<file path="src/rtl/audio_pkg.sv">
// Shared audio constants: frame counter bit taps, frame geometry and load points.
package audio_pkg;

  localparam int DATA_W      = 16;
  localparam int CNT_W       = 9;
  localparam int MCLK_BIT    = 1;
  localparam int SCK_BIT     = 3;
  localparam int LRCK_BIT    = 8;
  localparam int FRAME_LEN   = 512;
  localparam int SCK_LEN     = 16;
  localparam int LOAD_PT_I2S = 15;
  localparam int LOAD_PT_LJ  = 511;

  typedef logic [CNT_W-1:0] cnt_t;

  // The request strobe leads the load by one SCK period, wrapping within the frame.
  function automatic cnt_t req_pt(input int load_pt);
    return cnt_t'((load_pt - SCK_LEN + FRAME_LEN) % FRAME_LEN);
  endfunction

endpackage

</file>
<file path="src/rtl/speaker_ctrl_if.sv">
// Sample inputs from the note generator and the I2S pin outputs toward the DAC.
interface speaker_ctrl_if;

  logic [audio_pkg::DATA_W-1:0] audio_left;
  logic [audio_pkg::DATA_W-1:0] audio_right;
  logic                         sample_req;
  logic                         audio_mclk;
  logic                         audio_sck;
  logic                         audio_lrck;
  logic                         audio_sdin;

  modport master (
    output audio_left, audio_right,
    input  sample_req, audio_mclk, audio_sck, audio_lrck, audio_sdin
  );

  modport slave (
    input  audio_left, audio_right,
    output sample_req, audio_mclk, audio_sck, audio_lrck, audio_sdin
  );

endinterface

</file>
<file path="src/rtl/speaker_ctrl.sv">
// I2S serializer for the Pmod I2S2: one 9-bit frame counter yields MCLK/SCK/LRCK.
// SPEAKER_I2S_DELAY_EN selects I2S (one-SCK delay); otherwise left-justified.
module speaker_ctrl
  import audio_pkg::*;
(
  input  logic           clk,
  input  logic           rst,
  speaker_ctrl_if.slave  aud
);

`ifdef SPEAKER_I2S_DELAY_EN
  localparam int LOAD_PT = LOAD_PT_I2S;
`else
  localparam int LOAD_PT = LOAD_PT_LJ;
`endif

  localparam cnt_t           LOAD_CNT = cnt_t'(LOAD_PT);
  localparam cnt_t           REQ_CNT  = req_pt(LOAD_PT);
  localparam logic [3:0]     SCK_LAST = 4'(SCK_LEN - 1);
  localparam int             SH_W     = 2 * DATA_W;

  cnt_t            cnt_q, cnt_d;
  logic [SH_W-1:0] shreg_q, shreg_d;
  logic            sample_req_q, sample_req_d;

  always_comb begin
    cnt_d        = cnt_q + cnt_t'(1);
    shreg_d      = shreg_q;
    sample_req_d = (cnt_d == REQ_CNT);
    // Shift one cycle before SCK falls so data is stable across the DAC's rising-edge sample.
    if (cnt_q[3:0] == SCK_LAST) begin
      if (cnt_q == LOAD_CNT) begin
        shreg_d = {aud.audio_left, aud.audio_right};
      end else begin
        shreg_d = {shreg_q[SH_W-2:0], 1'b0};
      end
    end
  end

  always_ff @(posedge clk or negedge rst) begin
    if (!rst) begin
      cnt_q        <= '0;
      shreg_q      <= '0;
      sample_req_q <= 1'b0;
    end else begin
      cnt_q        <= cnt_d;
      shreg_q      <= shreg_d;
      sample_req_q <= sample_req_d;
    end
  end

  assign aud.audio_mclk = cnt_q[MCLK_BIT];
  assign aud.audio_sck  = cnt_q[SCK_BIT];
  assign aud.audio_lrck = cnt_q[LRCK_BIT];
  assign aud.audio_sdin = shreg_q[SH_W-1];
  assign aud.sample_req = sample_req_q;

endmodule

</file>
<file path="src/flat_wrapper.sv">
// flat-port wrapper written by rule: the top's interface ports become plain ports
module speaker_ctrl_flat import audio_pkg::*;
  (clk, rst, aud_audio_left, aud_audio_right, aud_sample_req, aud_audio_mclk, aud_audio_sck, aud_audio_lrck, aud_audio_sdin);
  speaker_ctrl_if aud_i ();
  input  logic clk;
  input  logic rst;
  input wire logic [$bits(aud_i.audio_left)-1:0] aud_audio_left;
  input wire logic [$bits(aud_i.audio_right)-1:0] aud_audio_right;
  output wire logic [$bits(aud_i.sample_req)-1:0] aud_sample_req;
  output wire logic [$bits(aud_i.audio_mclk)-1:0] aud_audio_mclk;
  output wire logic [$bits(aud_i.audio_sck)-1:0] aud_audio_sck;
  output wire logic [$bits(aud_i.audio_lrck)-1:0] aud_audio_lrck;
  output wire logic [$bits(aud_i.audio_sdin)-1:0] aud_audio_sdin;
  assign aud_i.audio_left = aud_audio_left;
  assign aud_i.audio_right = aud_audio_right;
  assign aud_sample_req = aud_i.sample_req;
  assign aud_audio_mclk = aud_i.audio_mclk;
  assign aud_audio_sck = aud_i.audio_sck;
  assign aud_audio_lrck = aud_i.audio_lrck;
  assign aud_audio_sdin = aud_i.audio_sdin;
  speaker_ctrl u_core (.clk(clk), .rst(rst), .aud(aud_i));
endmodule
</file>
<file path="config.mk">
export PLATFORM = sky130hd
export DESIGN_NAME = speaker_ctrl_flat
export DESIGN_NICKNAME = d
export VERILOG_FILES = /design/src/rtl/audio_pkg.sv /design/src/rtl/speaker_ctrl_if.sv /design/src/rtl/speaker_ctrl.sv /design/src/flat_wrapper.sv
export SDC_FILE = /design/constraint.sdc
export NUM_CORES = 1
export LEC_CHECK = 0
export CORE_ASPECT_RATIO = 0.75
export CORE_MARGIN = 2
export CORE_UTILIZATION = 45
export CTS_BUF_LIST = sky130_fd_sc_hd__clkbuf_16
export CTS_CLUSTER_DIAMETER = 120
export DETAILED_ROUTE_END_ITERATION = 12
export HOLD_SLACK_MARGIN = 0.1
export PLACE_DENSITY_LB_ADDON = 0.15
export SLEW_MARGIN = 20
export SYNTH_ARGS = -nofsm -noshare
export SYNTH_HDL_FRONTEND = slang
export SYNTH_SLANG_ARGS = --single-unit
</file>
<file path="constraint.sdc">
create_clock -name clk -period 2.36 [get_ports clk]
set_input_delay 0.236 -clock clk [delete_from_list [all_inputs] [get_ports clk]]
set_output_delay 0.236 -clock clk [all_outputs]
set_load 0.02 [all_outputs]
</file>
Fig. 1: run 1, signal wires on met1
(4 px per um) Cells faint in the background.
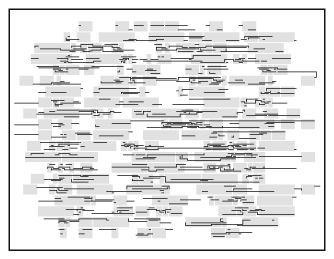
The layer carries 1680 um of wire. The longest straight run is 31.3 um. 219 nets have wire on it. The wires run mostly horizontal.
final wirelength: 3.51 mm
met1 usage: 20.9%

Fig. 2: run 1, metal 2
(6 px per um)
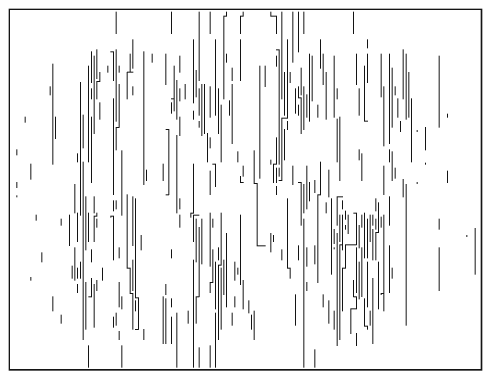
The layer holds 48% of the routed length. The wires run mostly vertical. 205 nets have wire on it.
Vias: 1322
GRT met2 Usage: 27.1%

==> impl_metrics.tcl, run 1 <==
# yosys + openroad results
set metrics [dict create \
    status "complete, no violations" \
    hold_viol_final 0 \
    setup_violations 0 \
    ys_cells 174 \
    gp_congestion 0.816 \
    die_width_um 78.5 \
    critPathCaptureType "flip-flop" \
    antenna_cells 0 \
    dp.cells 259 \
    combPwrFrac_pct 4.8 \
    route.detailed.drc 0 \
    drv_cap 0 \
    worst_pin_slew_ns 0.923 \
    clk-insertion-delay-late_ns 0.28 \
    drtPass1Iterations 4 \
    numCtsBuffers 5 \
    cts_hold_buffers 0 \
    fp_nets 211 \
    core-area_sq_mm 0.00403 \
    r2r_cells 7 \
    power_density_mw_per_mm2 590 \
    worstPathArrival_ns 2.01 \
    cts_tree "built" \
    yosys.area.top_type_share_pct 56.1 \
    layout_top_cell "dfrtp_1" \
    yosys-top-cells-count "dfrtp_1 (42), nand2_1 (37), o21ai_0 (32)" \
    antenna_found_initial 0 \
    dp_worst_setup_slack_ns 0.500 \
    clkPwrFrac_pct 45.5 \
    startpoint "u_core.cnt_q[1]" \
    final_cells 267 \
    r2r_start "u_core.cnt_q[1]" \
    dr.first_iter.drc_count 102 \
    cts.sinks 42 \
    path_cells "ha_1, nand2_1, nor3_1, ha_2, buf_4, mux2i_1, o21ai_0" \
    grt_setup_unrepaired "no" \
    seqCellArea_sq_mm 0.00105 \
    die_h_um 59.9 \
    cts_resized 0 \
    mostFrequentLayoutCells "dfrtp_1 (42), nand2_1 (37), clkdlybuf4s50_1 (37)" \
    r2r_end "u_core.shreg_q[14]" \
    clkTransAtPathRegs_ns 0.06 \
    p_int_mw 1.16 \
    h-tree-depth 2 \
    dpl.hpwl_mm 2.46 \
    postCtsSetupRepairBufs 0 \
    synthArstFlopShare_pct 100 \
    max_freq_mhz 533 \
    cpMaxStageDelayCell "dfrtp_1" \
    leakagePower_nw 1.06 \
    rows 20 \
    synth_flops 42 \
    post-synth-top-count-cell "dfrtp_1" \
    ys_seq_share_pct 56.1 \
    worstPathRequired_ns 2.49 \
    nets 248 \
]
Fig. 3: run 1, M3 wires
(4 px per um) Cells faint in the background.
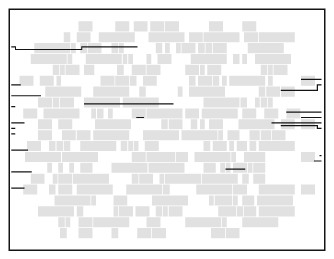
The layer holds 4.0% of the routed length. The longest straight run is 22.1 um. 20 nets have wire on it.

Fig. 4: run 1, routing congestion map
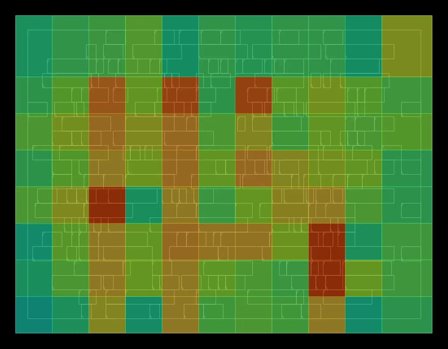
utilization after layout: 60.9%
met3 Usage GRT: 5.14%

[run 1: power by group through the flow]
stage / sequential [mW] / combinational, mW / clock, mW
after detailed placement: 0.733 / 0.0711 / 0
final: 0.720 / 0.0699 / 0.658
after floorplan: 0.733 / 0.00122 / 0
after global placement: 0.733 / 0.0698 / 0
after CTS: 0.720 / 0.0715 / 0.672
after global routing: 0.719 / 0.0757 / 0.724
[run 1: registers in the layout (all words and copies together), names as in the netlist]
signal,flops
u_core.cnt_q,9
u_core.shreg_q,32
u_core.aud.sample_req,1
[run 1: routing by layer]
| metal | vias to the layer above | global-route usage, % | wire, um | share of wire, % |
|---|---|---|---|---|
| li1 | 663 | - | - | - |
| met4 | 0 | 6.02 | 17 | 0.49 |
| met1 | 635 | 20.9 | 1680 | 48 |
| met5 | - | 0 | 0 | 0 |
| met2 | 22 | 27.1 | 1670 | 48 |
| met3 | 2 | 5.14 | 140 | 4.0 |
[run 1: logic make-up after synthesis]
kind of cell    after synthesis  share of synthesized area (%)
mux                          31                           16.6
simple gates                 47                           10.8
buf+inv                      13                           3.07
flops                        42                           56.1
fa+ha+maj                     3                           2.01
compound gates               32                           8.56
xor+xnor                      6                           2.81
[run 1: final cells by class]
type	instances	share of cell area [%]
clock buffer	5	5.10
clock inverter	3	0.866
inverter	2	0.306
multi-input combinational	119	31.4
sequential	42	42.8
tap	55	2.80
timing repair buffer	41	16.7
[run 1: critical path, delay by kind of cell, from the launching register on]
kind | cells | cell delay, ns
and+or+nand+nor | 2 | 0.23
AOI/OAI and AO/OA | 1 | 0.09
DFF | 1 | 0.42
buffers and inverters | 1 | 0.28
muxes | 1 | 0.23
adders and majority gates | 2 | 0.48
--- run 2 (diff from run 1) ---
==> constraint.sdc (replaced) <==
create_clock -name clk -period 1.88 [get_ports clk]
set_input_delay 0.188 -clock clk [delete_from_list [all_inputs] [get_ports clk]]
set_output_delay 0.188 -clock clk [all_outputs]
set_load 0.02 [all_outputs]
Fig. 5: run 2, pin map
(6 px per um) Pins as bars across the die edge, other pins in grey.
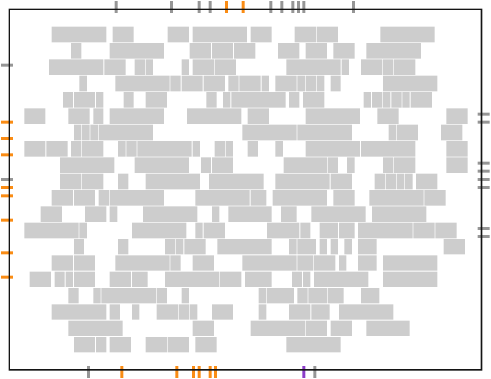
Key: purple = `aud_audio_mclk` [pins 1, direction output, edge bottom]; orange = `aud_audio_left` [pins 16, direction input, edge 8 left, 6 bottom, 2 top]

Fig. 6: run 2, metal 2
(6 px per um)
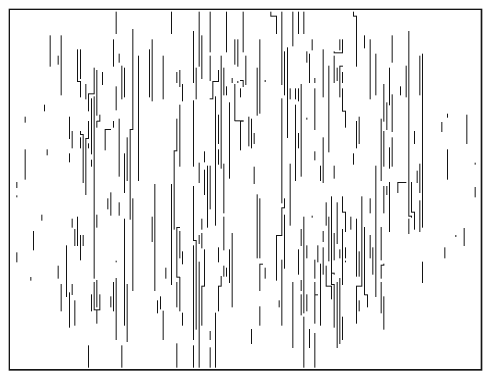
The layer carries 1660 um of wire. 201 nets have wire on it. The layer holds 46% of the routed length. The longest straight run is 30.8 um.
Vias: 1331
GRT met2 Usage: 27.0%
final wirelength: 3.58 mm

==> run 2 against run 1 <==
  * Highest routed layer unchanged
  * Critical path type unchanged
  * Non-clock buffer count grew 6
  * First-iteration DRC count decreased by 54%
  * Via count is 0.68% higher
  * Routed wire length up 2.0%
  * Utilization rose by 1.5 points
  * Setup slack worse by 0.32 ns
  * Power up 24%
  * Clock skew increased by 0.00054 ns
==> impl_metrics.tcl, run 2 <==
# yosys + openroad results
set metrics [dict create \
    status "complete, no violations" \
    ys_seq_share_pct 56.1 \
    die_h_um 59.9 \
    gp_congestion 0.730 \
    synthArstFlopShare_pct 100 \
    worstPathArrival_ns 1.87 \
    worst-path-stages 6 \
    largest-register "u_core.shreg_q" \
    path_cells "nand3_2, nor3_1, ha_2, buf_12, mux2i_1, o21ai_0" \
    critPathCaptureType "flip-flop" \
    worstPathRequired_ns 2.03 \
    rows 20 \
    post-route-period-util_pct 91.5 \
    die_width_um 78.5 \
    timing.critical_path.buf_inv 1 \
    yosys.area.top_type_share_pct 56.1 \
    dr.first_iter.drc_count 47 \
    cts.sinks 42 \
    clkTransAtPathRegs_ns 0.06 \
    grt_start_max_net_pins 66 \
    drtPass1Iterations 4 \
    ys_sh_xor_pct 2.81 \
    layout_top_cell "dfrtp_1" \
    aoi_share_pct 8.56 \
    synth.logic.top_family "multiplexers" \
    drv_cap 0 \
    clk-insertion-delay-late_ns 0.28 \
    numCtsBuffers 5 \
    grtUsageTotal_pct 16.9 \
    synth_flops 42 \
    hold_viol_final 0 \
    final_core_util_pct 62.5 \
    nets 254 \
    dpl.hpwl_mm 2.47 \
    yosys-top-cells-count "dfrtp_1 (42), nand2_1 (37), o21ai_0 (32)" \
    antenna_found_initial 0 \
    h-tree-depth 2 \
    power_density_mw_per_mm2 716 \
    leakagePower_nw 1.09 \
    post-synth-top-count-cell "dfrtp_1" \
    core-area_sq_mm 0.00403 \
    antenna_cells 0 \
    finalPower_mw 1.80 \
    r2r_end "u_core.shreg_q[15]" \
    r2r_cells 6 \
    mostFrequentLayoutCells "dfrtp_1 (42), nand2_1 (37), clkdlybuf4s50_1 (37)" \
    max_freq_mhz 581 \
    cts_tree "built" \
    ys_sh_adder_pct 2.01 \
    route.detailed.drc 0 \
    fp_nets 211 \
    cpMaxStageDelayCell "dfrtp_1" \
    mux_share_pct 16.6 \
    edf_count 0 \
    r2r_slack_ns 0.16 \
    ys_cells 174 \
    largest_register_ffs 32 \
]
Fig. 7: run 2, signal wires on met1
(4 px per um) Cells faint in the background.
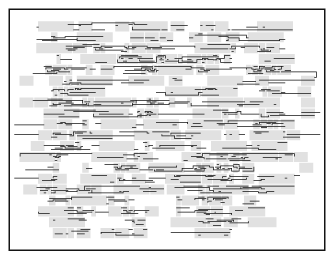
The wires run mostly horizontal. The longest straight run is 23.0 um. The layer carries 1720 um of wire. The layer holds 48% of the routed length. 230 nets have wire on it.

[run 2: power by group]
part | switching, mW | internal, mW
clock | 0.327 | 0.479
sequential | 0 | 0.904
combinational | 0.0281 | 0.0637
total | 0.356 | 1.45
[run 2: cell type report]
| cell class | instances | area, sq um |
|---|---|---|
| Tap cell | 55 | 68.8 |
| Fill cell | 317 | 1510 |
| Multi-Input combinational cell | 119 | 771 |
| Sequential cell | 42 | 1050 |
| Timing Repair Buffer | 47 | 483 |
| Inverter | 2 | 7.51 |
| Clock inverter | 2 | 10.0 |
| Clock buffer | 5 | 125 |
[run 2: through the flow]
step	instances	setup TNS, ns	worst slack, ns	area [sq um]
floorplan	174	0	0.00949	1870
global placement	262	0	0.204	2360
detailed placement	262	0	0.176	2360
CTS	270	0	0.151	2500
global route	272	-0.0137	-0.00881	2520
finish	272	0	0.160	2520
[run 2: repair_timing]
item                                   CTS  global route
setup buffers                            0             2
setup endpoints to repair                0             2
hold buffers                             1             0
endpoints found under the hold margin   13             0
[run 2: routing by layer]
layer | up-vias | track usage (%) | routed length [um]
li1 | 675 | - | -
met1 | 620 | 22.2 | 1720
met2 | 28 | 27.0 | 1660
met3 | 8 | 4.38 | 136
met4 | 0 | 7.52 | 57
met5 | - | 0 | 0
[run 2: worst max path at each step]
stage                          startpoint                  to
after floorplan           u_core.cnt_q[1]  u_core.shreg_q[11]
after global routing      u_core.cnt_q[2]  u_core.shreg_q[13]
final                     u_core.cnt_q[2]  u_core.shreg_q[15]
after CTS                 u_core.cnt_q[1]  u_core.shreg_q[15]
after global placement    u_core.cnt_q[1]  u_core.shreg_q[15]
after detailed placement  u_core.cnt_q[1]  u_core.shreg_q[15]
Fig. 8: run 2, M3 wires
(4 px per um) Cells faint in the background.
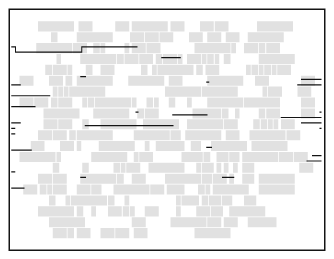

--- run 3 (diff from run 2) ---
--- a/config.mk
+++ b/config.mk
@@ -12,7 +12,8 @@
 export CTS_CLUSTER_DIAMETER = 120
 export DETAILED_ROUTE_END_ITERATION = 12
 export HOLD_SLACK_MARGIN = 0.1
-export PLACE_DENSITY_LB_ADDON = 0.15
+export PLACE_DENSITY = 0.82
+export SKIP_LAST_GASP = 1
 export SLEW_MARGIN = 20
 export SYNTH_ARGS = -nofsm -noshare
 export SYNTH_HDL_FRONTEND = slang
Fig. 9: run 3, M3 wires
(4 px per um) Cells faint in the background.
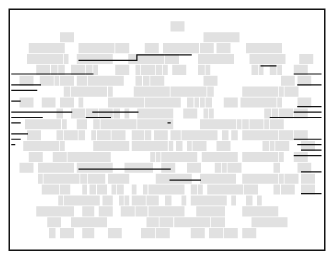
The layer carries 219 um of wire. The wires run mostly horizontal. 24 nets have wire on it. The layer holds 5.9% of the routed length.
met3 Usage GRT: 6.65%
final wirelength: 3.68 mm
Vias: 1300

Fig. 10: run 3, metal 2
(6 px per um)
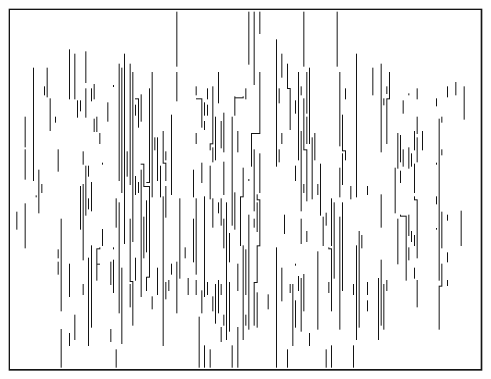
The layer holds 47% of the routed length. The layer carries 1710 um of wire.

Fig. 11: run 3, pin map
(6 px per um) Pins as bars across the die edge, other pins in grey.
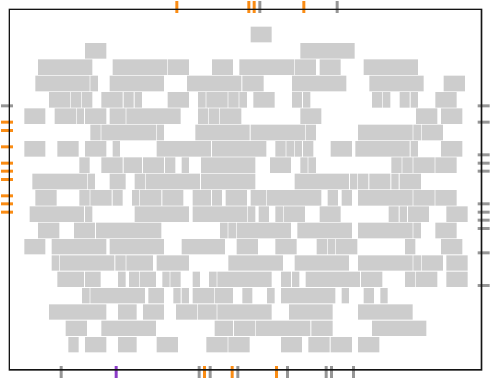
Key: purple = `aud_audio_mclk` [pins 1, direction output, edge bottom]; orange = `aud_audio_left` [pins 16, direction input, edge 9 left, 4 top, 3 bottom]
All pins by edge: 12 bottom, 11 right, 10 left, 6 top.
Die H: 59.9 um
buffers added on ports: 38
Die X: 78.5 um

==> run 3 against run 2 <==
  * Critical path depth did not move
  * Die size did not move
  * Hold slack improved by 0.11 ns
  * Combinational power rose by 2.3%
  * Sequential power barely moved
  * Register-to-register slack barely moved
  * Routed wire length rose by 3.0%
==> impl_metrics.tcl, run 3 <==
# yosys + openroad results
set metrics [dict create \
    ys_cells 174 \
    yosys-top-cells-count "dfrtp_1 (42), nand2_1 (37), o21ai_0 (32)" \
    dpl.hpwl_mm 2.43 \
    largest_register_ffs 32 \
    aoi_share_pct 8.56 \
    clkTransAtPathRegs_ns 0.06 \
    dp_worst_setup_slack_ns 0.146 \
    cts_tree "built" \
    grt_start_max_net_pins 66 \
    worst_path_largest_cell_delay_ns 0.43 \
    postCtsSetupRepairBufs 0 \
    mux_share_pct 16.6 \
    hold_viol_final 0 \
    clk-insertion-delay-late_ns 0.28 \
    post-synth-top-count-cell "dfrtp_1" \
    post-route-period-util_pct 91.2 \
    dr.first_iter.drc_count 91 \
    final_cells 271 \
    numCtsBuffers 5 \
    antenna_cells 0 \
    layout_top_cell "dfrtp_1" \
    leakagePower_nw 1.09 \
    worstPathRequired_ns 2.02 \
    route.detailed.drc 0 \
    layout_setup_ws_ns 0.165 \
    synth.logic.top_family "multiplexers" \
    drv_cap 0 \
    power_density_mw_per_mm2 776 \
    cpMaxStageDelayCell "dfrtp_1" \
    largest-register "u_core.shreg_q" \
    wl_met2_mm 1.71 \
    ys_sh_adder_pct 2.01 \
    drtPass1Iterations 4 \
    max_freq_mhz 583 \
    yosys.area.top_type_share_pct 56.1 \
    rows 20 \
    h-tree-depth 2 \
    status "complete, no violations" \
    timing.critical_path.buf_inv 1 \
    ys_seq_share_pct 56.1 \
    antenna_found_initial 0 \
    cts_hold_buffers 1 \
    core-area_sq_mm 0.00403 \
    worstPathArrival_ns 1.86 \
    routed-wl-met3_um 218 \
    edf_count 0 \
    nets 252 \
]
run 3: cell counts after synthesis:
No cell type changed its count.
run 3: final timing paths:
| check | from | to | slack, ns | cells past startpoint |
|---|---|---|---|---|
| hold / removal | rst | u_core.cnt_q[2] | 0.45 | 2 |
| min in group clk | u_core.shreg_q[4] | u_core.shreg_q[4] | 0.48 | 2 |
| setup / recovery | u_core.cnt_q[3] | u_core.shreg_q[25] | 0.16 | 6 |
| hold reg to reg | u_core.shreg_q[4] | u_core.shreg_q[4] | 0.48 | 2 |
| max in group asynchronous | rst | u_core.shreg_q[17] | 0.86 | 3 |
| setup reg to reg | u_core.cnt_q[3] | u_core.shreg_q[25] | 0.16 | 6 |
run 3: metal layers:
layer | track usage (%) | vias to the layer above
met2 | 29.9 | 30
met4 | 5.26 | 0
li1 | - | 669
met3 | 6.65 | 6
met1 | 23.2 | 595
met5 | 0 | -
run 3: report_power, final:
part	internal (mW)	switching (mW)
clock network	0.621	0.337
logic	0.0639	0.0299
registers	0.904	0
run 3: cells by family after synthesis:
kind of cell	count (synthesis)
muxes	31
and+or+nand+nor	47
buffers and inverters	13
DFF	42
xor gates and xnor gates	6
adders and majority gates	3
AOI/OAI and AO/OA	32
run 3: cell type report:
| type | count | area, sq um |
|---|---|---|
| tap | 55 | 68.8 |
| clock inverter | 3 | 41.3 |
| multi-input combinational | 119 | 771 |
| clock buffer | 5 | 125 |
| inverter | 2 | 7.51 |
| sequential | 42 | 1050 |
| fill | 316 | 1510 |
| timing repair buffer | 45 | 455 |
run 3: stage by stage:
stage | util [%] | cell area [sq um]
floorplan | - | 1870
global placement | 58.2 | 2340
detailed placement | 58.2 | 2340
CTS | 62.5 | 2520
global route | 62.6 | 2520
finish | 62.6 | 2520
Power figures rest on the tool's default switching activity, not on a simulated workload.
